File: src/rtl/shreg_pkg.sv
// Shared types for the shift_reg_burst block: idle ops, FSM states and burst direction codes.
package shreg_pkg;

  typedef enum logic [1:0] {
    ModeHold = 2'b00,
    ModeShr  = 2'b01,
    ModeShl  = 2'b10,
    ModeLoad = 2'b11
  } mode_t;

  typedef enum logic [1:0] {
    StIdle  = 2'b00,
    StShift = 2'b01,
    StDone  = 2'b10
  } state_t;

  localparam logic DirRight = 1'b0;
  localparam logic DirLeft  = 1'b1;

endpackage

File: src/rtl/shift_reg_burst_if.sv
// Control/data bundle of shift_reg_burst; master drives ops and data, slave is the register.
interface shift_reg_burst_if #(
  parameter int unsigned WIDTH = 8
);
  import shreg_pkg::*;

  mode_t            mode;
  logic             start;
  logic             dir;
  logic             abort;
  logic [WIDTH-1:0] din;
  logic             sin;
  logic [WIDTH-1:0] dout;
  logic             sout;
  logic             busy;
  logic             done;

  modport master (
    output mode, start, dir, abort, din, sin,
    input  dout, sout, busy, done
  );

  modport slave (
    input  mode, start, dir, abort, din, sin,
    output dout, sout, busy, done
  );

endinterface

File: src/rtl/shreg_bit_counter.sv
// Burst shift counter: clr restarts at zero, inc advances; last flags the increment that reaches MAX.
module shreg_bit_counter #(
  parameter  int unsigned MAX   = 8,
  localparam int unsigned CNT_W = $clog2(MAX + 1)
) (
  input  logic             clk,
  input  logic             reset,
  input  logic             clr,
  input  logic             inc,
  output logic [CNT_W-1:0] cnt,
  output logic             last
);

  logic [CNT_W-1:0] cnt_q;

  always_ff @(posedge clk or posedge reset) begin
    if (reset) begin
      cnt_q <= '0;
    end else if (clr) begin
      cnt_q <= '0;
    end else if (inc) begin
      cnt_q <= cnt_q + CNT_W'(1);
    end
  end

  assign cnt  = cnt_q;
  assign last = inc && (cnt_q == CNT_W'(MAX - 1));

endmodule

File: src/rtl/shift_reg_burst.sv
// Universal shift register with a start-triggered WIDTH-shift serialise/deserialise burst.
// Define SHREG_ROTATE_EN to make burst shifts rotate instead of inserting sin.
module shift_reg_burst
  import shreg_pkg::*;
#(
  parameter int unsigned WIDTH = 8
) (
  input logic              clk,
  input logic              reset,
  shift_reg_burst_if.slave bus
);

  localparam int unsigned CNT_W = $clog2(WIDTH + 1);

  state_t           state_q;
  logic [WIDTH-1:0] dout_q;
  logic             dir_q;
  logic             busy_q;
  logic             done_q;

  logic             cnt_clr;
  logic             cnt_inc;
  logic             cnt_last;
  logic [CNT_W-1:0] cnt;
  logic             eff_dir;
  logic             sout;
  logic             burst_in;
  logic [WIDTH-1:0] burst_shift;

  // Saturating guard keeps cnt bounded even if the FSM were ever out of step.
  assign cnt_clr = (state_q == StIdle) && bus.start;
  assign cnt_inc = (state_q == StShift) && !bus.abort && (cnt != CNT_W'(WIDTH));

  shreg_bit_counter #(
    .MAX (WIDTH)
  ) u_cnt (
    .clk   (clk),
    .reset (reset),
    .clr   (cnt_clr),
    .inc   (cnt_inc),
    .cnt   (cnt),
    .last  (cnt_last)
  );

  always_comb begin
    eff_dir = dir_q;
    if (state_q == StIdle) begin
      eff_dir = (bus.mode == ModeShl) ? DirLeft : DirRight;
    end
  end

  assign sout = (eff_dir == DirLeft) ? dout_q[WIDTH-1] : dout_q[0];

`ifdef SHREG_ROTATE_EN
  assign burst_in = sout;
`else
  assign burst_in = bus.sin;
`endif

  assign burst_shift = (dir_q == DirLeft) ? {dout_q[WIDTH-2:0], burst_in}
                                          : {burst_in, dout_q[WIDTH-1:1]};

  always_ff @(posedge clk or posedge reset) begin
    if (reset) begin
      state_q <= StIdle;
      dout_q  <= '0;
      dir_q   <= DirRight;
      busy_q  <= 1'b0;
      done_q  <= 1'b0;
    end else begin
      unique case (state_q)
        StIdle: begin
          if (bus.start) begin
            dout_q  <= bus.din;
            dir_q   <= bus.dir;
            busy_q  <= 1'b1;
            state_q <= StShift;
          end else begin
            unique case (bus.mode)
              ModeHold: dout_q <= dout_q;
              ModeShr:  dout_q <= {bus.sin, dout_q[WIDTH-1:1]};
              ModeShl:  dout_q <= {dout_q[WIDTH-2:0], bus.sin};
              ModeLoad: dout_q <= bus.din;
            endcase
          end
        end
        StShift: begin
          // Abort beats the final shift: partial word kept, no done pulse.
          if (bus.abort) begin
            busy_q  <= 1'b0;
            state_q <= StIdle;
          end else begin
            dout_q <= burst_shift;
            if (cnt_last) begin
              done_q  <= 1'b1;
              state_q <= StDone;
            end
          end
        end
        StDone: begin
          done_q  <= 1'b0;
          busy_q  <= 1'b0;
          state_q <= StIdle;
        end
        default: begin
          done_q  <= 1'b0;
          busy_q  <= 1'b0;
          state_q <= StIdle;
        end
      endcase
    end
  end

  assign bus.dout = dout_q;
  assign bus.sout = sout;
  assign bus.busy = busy_q;
  assign bus.done = done_q;

endmodule

File: src/flat_wrapper.sv
// flat-port wrapper written by rule: the top's interface ports become plain ports
module shift_reg_burst_flat import shreg_pkg::*;
#(
  parameter int unsigned WIDTH = 8
)
  (clk, reset, bus_mode, bus_start, bus_dir, bus_abort, bus_din, bus_sin, bus_dout, bus_sout, bus_busy, bus_done);
  shift_reg_burst_if #(.WIDTH(WIDTH)) bus_i ();
  input logic clk;
  input logic reset;
  input wire logic [$bits(bus_i.mode)-1:0] bus_mode;
  input wire logic [$bits(bus_i.start)-1:0] bus_start;
  input wire logic [$bits(bus_i.dir)-1:0] bus_dir;
  input wire logic [$bits(bus_i.abort)-1:0] bus_abort;
  input wire logic [$bits(bus_i.din)-1:0] bus_din;
  input wire logic [$bits(bus_i.sin)-1:0] bus_sin;
  output wire logic [$bits(bus_i.dout)-1:0] bus_dout;
  output wire logic [$bits(bus_i.sout)-1:0] bus_sout;
  output wire logic [$bits(bus_i.busy)-1:0] bus_busy;
  output wire logic [$bits(bus_i.done)-1:0] bus_done;
  assign bus_i.mode = bus_mode;
  assign bus_i.start = bus_start;
  assign bus_i.dir = bus_dir;
  assign bus_i.abort = bus_abort;
  assign bus_i.din = bus_din;
  assign bus_i.sin = bus_sin;
  assign bus_dout = bus_i.dout;
  assign bus_sout = bus_i.sout;
  assign bus_busy = bus_i.busy;
  assign bus_done = bus_i.done;
  shift_reg_burst #(.WIDTH(WIDTH)) u_core (.clk(clk), .reset(reset), .bus(bus_i));
endmodule
File: config.mk
export PLATFORM = sky130hd
export DESIGN_NAME = shift_reg_burst_flat
export DESIGN_NICKNAME = d
export VERILOG_FILES = /design/src/rtl/shreg_pkg.sv /design/src/rtl/shift_reg_burst_if.sv /design/src/rtl/shreg_bit_counter.sv /design/src/rtl/shift_reg_burst.sv /design/src/flat_wrapper.sv
export SDC_FILE = /design/constraint.sdc
export NUM_CORES = 1
export LEC_CHECK = 0
export ABC_AREA = 1
export CAP_MARGIN = 10
export CORE_MARGIN = 5
export CORE_UTILIZATION = 53
export CTS_BUF_LIST = sky130_fd_sc_hd__clkbuf_16
export DETAILED_ROUTE_END_ITERATION = 6
export PLACE_DENSITY = 0.83
export SYNTH_ARGS = -nofsm -noshare
export SYNTH_HDL_FRONTEND = slang
export SYNTH_SLANG_ARGS = --single-unit
File: constraint.sdc
create_clock -name clk -period 2.6 [get_ports clk]
set_input_delay 0.52 -clock clk [delete_from_list [all_inputs] [get_ports clk]]
set_output_delay 0.52 -clock clk [all_outputs]
set_load 0.005 [all_outputs]
Power grid:
Pins as bars on the die edge. Tap cells in gray.
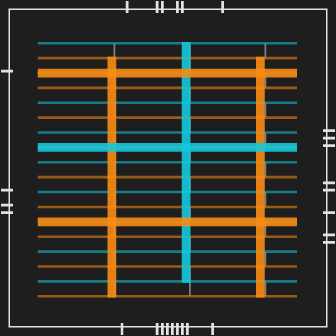
cyan -> VDD
orange -> VSS
signal pins = 27
rows = 17
met5 straps = 3
met1 rails = 18
Die Width: 57.8 um
Die Ht: 57.8 um
VDD IR max: 0.471 mV
total core area: 2190 sq um

Cells colored by class:
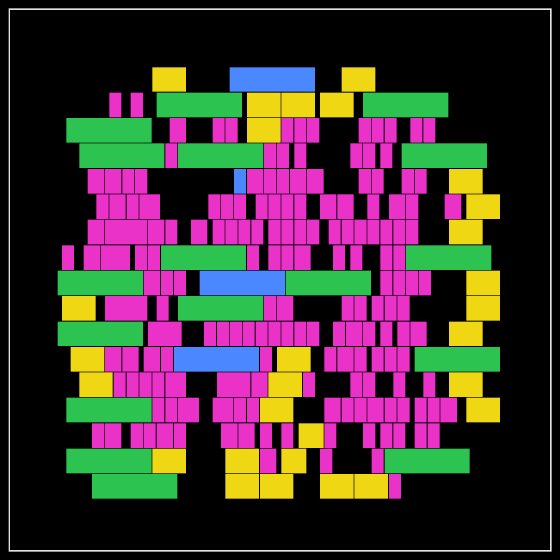
green -> sequential cells  # cells 17, share of their area 28%
magenta -> remaining logic cells  # cells 173, share of their area 49%
yellow -> remaining buffers and delay cells  # cells 28, share of their area 18%
blue -> clock drivers and dummy loads  # cells 4, share of their area 5.2%
site row count: 17
cell area after layout: 1550 sq um
Util after Layout: 0.708
fraction of area in registers: 0.274

Clock distribution:
Bar = 20 um.
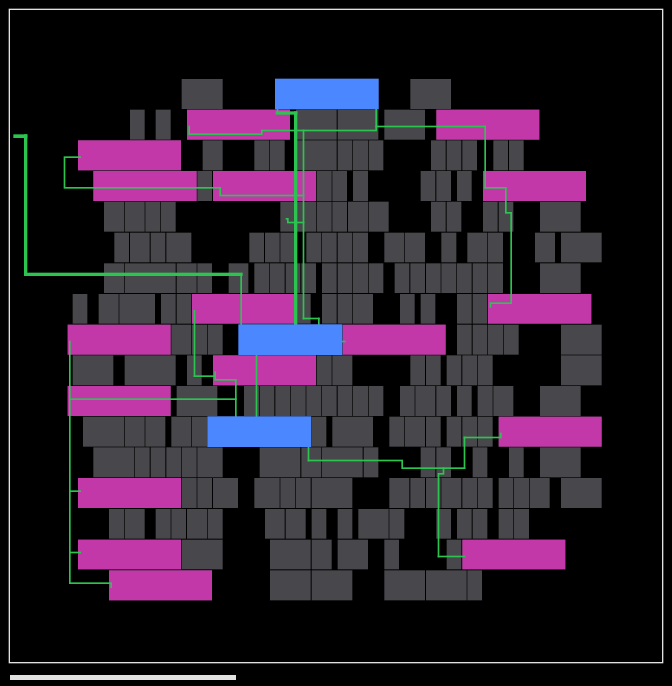
blue -> clock-net drivers  # count 3
green -> clock wires  # length 273 um
magenta -> flip-flops  # count 17
flops lie = spread over the die
clock share of power: 0.266
Insertion Delay late pin: 0.25 ns

==> Slide: Implementation Results <==
Implementation Results

Finish
  • Most instantiated logic cells after routing: nand2_1, clkdlybuf4s50_1, nor2_1
  • Synthesis-to-finish area growth: 28.3%
  • Comb gate area: 679 sq um
  • FILL cells: 174
  • Final Net Count: 241
  • Most frequent logic cell in the layout: nand2_1
  • Combinational share of cell area: 0.438
  • # clk buffers: 3
  • #MultiIn Comb: 158
  • Top class by area: combinational gates
  • Number of diodes: 0
  • Flops: 17
  • Non-clock buffer share: 0.178
  • Non-CTS buffers: 28
  • Storage cell area: 425 sq um
  • Max reg flops: 8
  • Layout Cells excl Fill: 250
  • Share of layout cells above drive strength 1: 0.0676
  • Non-clk invs: 15

GRT
  • Met3 Usage GRT: 0.0290
  • Number of global-route vias before repair: 1247
  • Largest net degree at the start of global routing: 18
  • Global-route wire length before repair: 5390 um
  • Met1 usage: 0.229
  • Initial antenna violation count: 0
  • Total GRT Usage: 0.202
  • Grt ovf: 0
  • GRT busiest layer: met2
  • GR Layer Usage met2: 0.369

Power
  • Pint: 0.743 mW
  • Lkg Pwr: 0.825 nW
  • Power drawn by the clock network: 0.311 mW
  • Sequential group power: 0.426 mW
  • Main power group: combinational logic
  • P per Cell Area: 754 nW/um^2
  • NetSw: 0.426 mW
  • Proportion of power drawn by combinational gates: 0.370
  • Comb pwr: 0.432 mW
  • Seq pwr share: 0.365
  • Switching Fraction: 0.364
  • Total power draw: 1.17 mW

Routing
  • WL met2: 1650 um
  • Via count: 1327
  • Final ANT Viol Nets: 0
  • DRT Pass-1 Iters: 5
  • Vias per cell: 5.31
  • # DRC: 0
  • Final wirelength: 3180 um
  • Detailed Route Iter0 Violations: 64
  • Met3 wire length: 176 um
  • Met1 WL: 1330 um
  • Drt wl/cell: 12.7 um
  • DR top layer: met4

Synth
  • Top logic family: simple AND/OR/NAND/NOR gates
  • Synth flops: 17
  • Unique cell types: 18
  • Synth Flop Type: dfrtp_1
  • Share of the synthesized area in the top cell type: 0.352
  • Mapped Nets: 214
  • Synth Area in Simple Gates: 0.468
  • Post-synth EDFFs: 0
  • Main area contributors: dfrtp_1, nand2_1, nand3_1, nor2_1, a21oi_1
  • Mux area share: 0
  • YS chip area: 1210 sq um
  • Seq share, synth: 0.352
  • Mapped Area: 1210 sq um
  • Cell with the most instances after synthesis: nand2_1
  • Post-synthesis cell type with the largest combined area: dfrtp_1
  • Post-Syn Instances: 196
  • Yosys Warn Count: 0
  • Post-synth top cells: nand2_1, nor2_1, dfrtp_1, nand3_1
  • Async set or reset register ratio after synthesis: 1.00
  • XOR/XNOR Area Share: 0.00725
  • Yosys aoi share: 0.0663
  • Post-Syn Area per Cell: 6.17 sq um
  • Synth Area in Adders: 0.0207
  • Cells in synth_stat.txt: 196

Hold path
  • Hold EP: u_core.bus.busy$_DFFE_PP0P_
  • Worst Min Path Start: u_core.bus.busy$_DFFE_PP0P_
  • Hold Path Stages: 2
  • Min-Delay Path Class: reg2reg

Timing
  • Final Skew: 0.00147 ns
  • Setup Viol. Count Final: 0
  • Final Hold Vio Count: 0
  • Setup slack after layout: 0.130 ns
  • Slew Viols, Final: 0
  • RSZ-0062 raised after global routing: no
  • Setup TNS: 0 ns
  • FMAX: 405 MHz
  • Period minus WS final: 2.47 ns
  • Slew HR: 0.552
  • Least-Margin Pin Slew: 0.672 ns
  • Cycle use final: 0.950
  • Hold_ws: 0.473 ns

Setup path
  • Slowest stage delay, CP: 0.51 ns
  • R2r startpoint: u_core.state_q[1]$_DFFE_PP0P_
  • Reg2Reg Depth: 5
  • CP arrival: 1.95 ns
  • Worst path required time: 2.08 ns
  • Critical path buffer and inverter count: 3
  • Critical path's slowest cell: clkdlybuf4s50_1
  • Setup slack, reg-to-reg: 1.07 ns
  • CP endpoint kind: output pin
  • Worst Setup Path Type: in2out
  • Crit path max fanout: 2
  • Critical Path End: bus_sout
  • CP cell instances: clkdlybuf4s50_1 > inv_2 > o21ai_0 > o21ai_0 > o21ai_1 > clkdlybuf4s50_1
  • Delay-heaviest family, CP: buffers and inverters
  • Stages on worst setup path: 6
  • CP Launch Type: primary input
  • Crit. Startpoint: bus_mode[1]

Flow run
  • Max-cap viol count: 0
  • OpenROAD warning count: 27

Clock network
  • Number of H-tree levels: 1
  • TritonCTS buffer count: 3
  • Post-CTS Setup Bufs: 0
  • Hold buffers post-CTS: 0
  • Sink Count: 17
  • Worst-path clk slew: 0.05 ns
  • Worst-case clock buffer depth: 2
  • Clock Tree Root: clkbuf_16
  • CTS tree: built

Die
  • Ports: 27
  • Pre-Place Util: 0.552
  • Die ar.: 3340 sq um
  • TAP cells: 28

Run status
  • Status: completed

Placement
  • DP HPWL: 2230 um
  • Pre-CTS setup slack: 0.110 ns
  • Gpl congestion: 0.836
  • I/O Buffers: 26
  • Placed instance area: 1470 sq um
  • Placed cell count: 246
Power and IR drop assume default switching activity.
